===== src/rtl/jacobian_vec_mult.sv =====
// Fixed-point N x N matrix-vector multiply (d_theta = J_inv * d_xy) on one shared signed MAC,
// with round-half-up, clamping to OUT_W bits and a start/busy/done handshake.
module jacobian_vec_mult #(
  parameter int N         = 2,
  parameter int COEF_W    = 32,
  parameter int COEF_FRAC = 16,
  parameter int VEC_W     = 14,
  parameter int OUT_W     = 9
) (
  input  logic                     clk,
  input  logic                     reset,
  input  logic                     start,
  input  logic [N*N*COEF_W-1:0]    mat_flat,
  input  logic [N*VEC_W-1:0]       vec_flat,
  output logic                     busy,
  output logic                     done,
  output logic [N*OUT_W-1:0]       result_flat,
  output logic [N-1:0]             sat
);

  localparam int PW = COEF_W + VEC_W;
  localparam int AW = PW + $clog2(N) + 1;
  localparam int IW = (N > 1) ? $clog2(N) : 1;
  localparam logic [IW-1:0]        LAST    = IW'(N - 1);
  localparam logic signed [AW-1:0] HALF    = AW'(1) << (COEF_FRAC - 1);
  localparam logic signed [AW-1:0] OUT_MAX = AW'((2 ** (OUT_W - 1)) - 1);
  localparam logic signed [AW-1:0] OUT_MIN = ~OUT_MAX;

  typedef enum logic [1:0] {IDLE, MAC, ROUND, FIN} state_t;

  state_t                   state_q, state_d;
  logic [N*N*COEF_W-1:0]    mat_q, mat_d;
  logic [N*VEC_W-1:0]       vec_q, vec_d;
  logic [IW-1:0]            row_q, row_d;
  logic [IW-1:0]            col_q, col_d;
  logic signed [AW-1:0]     acc_q, acc_d;
  logic [N*OUT_W-1:0]       shadow_q, shadow_d;
  logic [N-1:0]             shadow_sat_q, shadow_sat_d;
  logic [N*OUT_W-1:0]       result_q, result_d;
  logic [N-1:0]             sat_q, sat_d;
  logic                     busy_q, busy_d;
  logic                     done_q, done_d;

  logic signed [COEF_W-1:0] coef;
  logic signed [VEC_W-1:0]  elem;
  logic signed [PW-1:0]     prod;
  logic signed [AW-1:0]     rounded;
  logic [OUT_W-1:0]         clamped;
  logic                     clip;

  // Datapath: operand select, full-precision product, row rounding and clamp.
  always_comb begin
    coef    = mat_q[(int'(row_q) * N + int'(col_q)) * COEF_W +: COEF_W];
    elem    = vec_q[int'(col_q) * VEC_W +: VEC_W];
    prod    = coef * elem;
    rounded = (acc_q + HALF) >>> COEF_FRAC;
    clip    = 1'b0;
    clamped = rounded[OUT_W-1:0];
    if (rounded > OUT_MAX) begin
      clamped = OUT_MAX[OUT_W-1:0];
      clip    = 1'b1;
    end else if (rounded < OUT_MIN) begin
      clamped = OUT_MIN[OUT_W-1:0];
      clip    = 1'b1;
    end
  end

  always_comb begin
    state_d      = state_q;
    mat_d        = mat_q;
    vec_d        = vec_q;
    row_d        = row_q;
    col_d        = col_q;
    acc_d        = acc_q;
    shadow_d     = shadow_q;
    shadow_sat_d = shadow_sat_q;
    result_d     = result_q;
    sat_d        = sat_q;
    busy_d       = busy_q;
    done_d       = 1'b0;
    case (state_q)
      IDLE: begin
        if (start) begin
          mat_d   = mat_flat;
          vec_d   = vec_flat;
          acc_d   = '0;
          row_d   = '0;
          col_d   = '0;
          busy_d  = 1'b1;
          state_d = MAC;
        end
      end
      MAC: begin
        acc_d = acc_q + AW'(prod);
        if (col_q == LAST) begin
          state_d = ROUND;
        end else begin
          col_d = col_q + IW'(1);
        end
      end
      ROUND: begin
        // Rows land in the shadow buffer so partial results never reach the outputs.
        shadow_d[int'(row_q) * OUT_W +: OUT_W] = clamped;
        shadow_sat_d[row_q]                    = clip;
        if (row_q == LAST) begin
          state_d = FIN;
        end else begin
          row_d   = row_q + IW'(1);
          col_d   = '0;
          acc_d   = '0;
          state_d = MAC;
        end
      end
      FIN: begin
        result_d = shadow_q;
        sat_d    = shadow_sat_q;
        done_d   = 1'b1;
        busy_d   = 1'b0;
        state_d  = IDLE;
      end
      default: state_d = IDLE;
    endcase
  end

  always_ff @(posedge clk or negedge reset) begin
    if (!reset) begin
      state_q      <= IDLE;
      mat_q        <= '0;
      vec_q        <= '0;
      row_q        <= '0;
      col_q        <= '0;
      acc_q        <= '0;
      shadow_q     <= '0;
      shadow_sat_q <= '0;
      result_q     <= '0;
      sat_q        <= '0;
      busy_q       <= 1'b0;
      done_q       <= 1'b0;
    end else begin
      state_q      <= state_d;
      mat_q        <= mat_d;
      vec_q        <= vec_d;
      row_q        <= row_d;
      col_q        <= col_d;
      acc_q        <= acc_d;
      shadow_q     <= shadow_d;
      shadow_sat_q <= shadow_sat_d;
      result_q     <= result_d;
      sat_q        <= sat_d;
      busy_q       <= busy_d;
      done_q       <= done_d;
    end
  end

  assign busy        = busy_q;
  assign done        = done_q;
  assign result_flat = result_q;
  assign sat         = sat_q;

endmodule


===== config.mk =====
export PLATFORM = sky130hd
export DESIGN_NAME = jacobian_vec_mult
export DESIGN_NICKNAME = d
export VERILOG_FILES = /design/src/rtl/jacobian_vec_mult.sv
export SDC_FILE = /design/constraint.sdc
export NUM_CORES = 2
export LEC_CHECK = 0
export CORE_MARGIN = 3
export CORE_UTILIZATION = 40
export DETAILED_ROUTE_END_ITERATION = 8
export HOLD_SLACK_MARGIN = 0.1
export PLACE_DENSITY = 0.59
export SLEW_MARGIN = 10
export SYNTH_ARGS = -nofsm -noshare
export SYNTH_HDL_FRONTEND = slang
export SYNTH_SLANG_ARGS = --single-unit

===== constraint.sdc =====
create_clock -name clk -period 10.7 [get_ports clk]
set_clock_uncertainty 0.05 [all_clocks]
set_input_delay 2.14 -clock clk [delete_from_list [all_inputs] [get_ports clk]]
set_output_delay 2.14 -clock clk [all_outputs]
set_load 0.05 [all_outputs]

==> images/ff_map.png <==
Bar = 100 um. Other sequential cells in the stronger grey, the rest of the logic in the fainter grey.
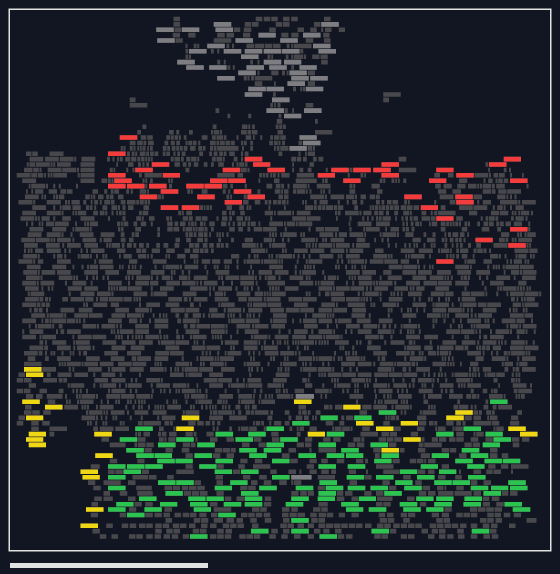
- acc_q: red (sequential cells 48)
- mat_q: green (sequential cells 128; where a band across the bottom)
- vec_q: yellow (sequential cells 28)
- not coloured: 46
Sequential Area: 0.006261 mm2
flop share of the area: 19.44%
fin util: 45.90%

==> images/layers.png <==
Two of the layers only.
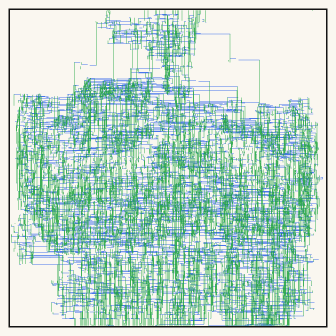
- M2: green (wire length 40.8 mm)
- M1: blue (wire length 29.9 mm)

==> images/clock_nets.png <==
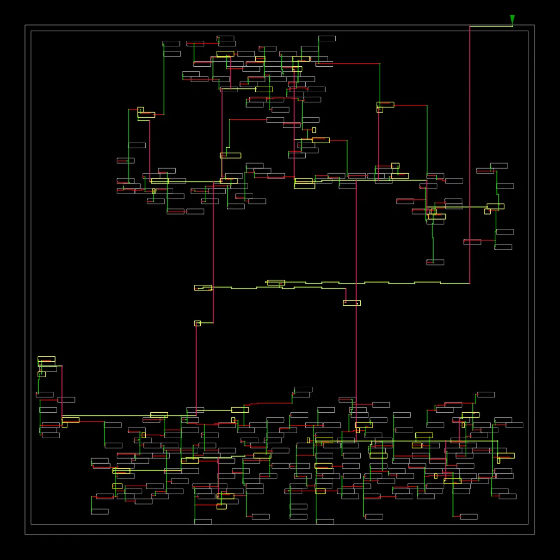
registers: 250
clock sinks: 250

stage by stage:
step                      util, %  std cells  worst slack (ns)
final                       45.90       3969             1.609
after global routing        45.90       3969             1.249
after CTS                   45.90       3969             1.683
after detailed placement    44.44       3913             1.697
after global placement      44.44       3913             1.825
after floorplan                 -       2886             2.425
metal layers:
layer | GRT usage, % | share of wire, % | vias up | wire [um]
met2 | 40.09 | 53 | 517 | 40820
met3 | 2.607 | 4.4 | 160 | 3396
li1 | - | - | 9157 | -
met1 | 25.85 | 39 | 10540 | 29850
met4 | 7.484 | 3.9 | 0 | 3034
met5 | 0 | 0 | - | 0
cell usage in the layout, fill, tap and decap left out, types with 15 or more instances in the layout:
master           netlist  routed
nand2b_1              15      15
a21o_1                25      25
and2_1                30      30
mux2_2               213     213
inv_1                586     586
nand2_1              329     329
fa_1                 479     479
o21ai_0               88      87
xnor2_1               43      43
a21oi_1               56      56
xor2_1                31      31
nor2_1               227     226
clkbuf_16              0      31
nor2b_1               20      20
mux2i_1               36      28
dfrtp_1              250     248
ha_1                 123     123
o21a_1                29      29
nand4_1               17      17
clkdlybuf4s50_1        0     179
buf_4                  0      22
nand3_1               22      22
o21ai_1               27      28
final timing paths:
check / from / endpoint / slack (ns) / cells after the start
worst min register to register: shadow_q[11]$_DFFE_PN0P_ / shadow_q[11]$_DFFE_PN0P_ / 0.43 / 2
worst min-delay path: shadow_q[11]$_DFFE_PN0P_ / shadow_q[11]$_DFFE_PN0P_ / 0.43 / 2
max in group asynchronous: reset / vec_q[26]$_DFFE_PN0P_ / 7.45 / 2
worst max register to register: row_q$_DFFE_PN0P_ / acc_q[45]$_DFFE_PN0P_ / 1.61 / 25
worst max-delay path: row_q$_DFFE_PN0P_ / acc_q[45]$_DFFE_PN0P_ / 1.61 / 25
min in group asynchronous: reset / mat_q[73]$_DFFE_PN0P_ / 1.56 / 1
registers in the layout, summed over array words and instances, names as in the netlist:
| register | cells |
|---|---|
| done | 1 |
| col_q | 1 |
| acc_q | 48 |
| vec_q | 28 |
| result_flat | 18 |
| shadow_sat_q | 2 |
| shadow_q | 18 |
| sat | 2 |
| busy | 1 |
| mat_q | 128 |
| row_q | 1 |
| state_q | 2 |
critical path, stage by stage, from the launching register on:
cell      delay, ns
dfrtp_2        0.96
buf_4          0.40
mux2_2         0.38
o21ai_1        0.56
nor2_1         0.16
fa_1           0.57
inv_1          0.06
fa_1           0.53
inv_1          0.05
fa_1           0.52
fa_1           0.44
fa_1           0.54
inv_1          0.05
fa_1           0.53
inv_1          0.05
ha_1           0.40
nand4_1        0.17
or4_1          0.44
a211oi_2       0.32
nor3_1         0.17
or4b_1         0.60
a31o_1         0.26
and2_4         0.16
nor4_2         0.22
o21ai_1        0.09
a32o_1         0.26
==> out/metrics.yaml <==
die_h_um: 272.4
cp.arrival_ns: 9.51
fin_crit_ns: 9.091
path_class: "register to register"
antenna_left: 0
gr-usage-all-layers_pct: 21.65
status: "finished clean"
portBuffers: 180
avgSynthCellArea_um2: 9.840
synth_top_flop_cell: "dfrtp_1"
synthMuxAreaShare_pct: 10.19
core_mm2: 0.07015
synth_warnings: 0
drtIter0Drc: 1115
slew_violations: 0
clock-root-buffer: "clkbuf_16"
synth_flop_count: 250
fin_tns_setup_ns: 0
crit_path_max_fanout: 35
fin_crit_sh_pct: 84.96
rows: 97
clkCellAreaFrac_pct: 3.198
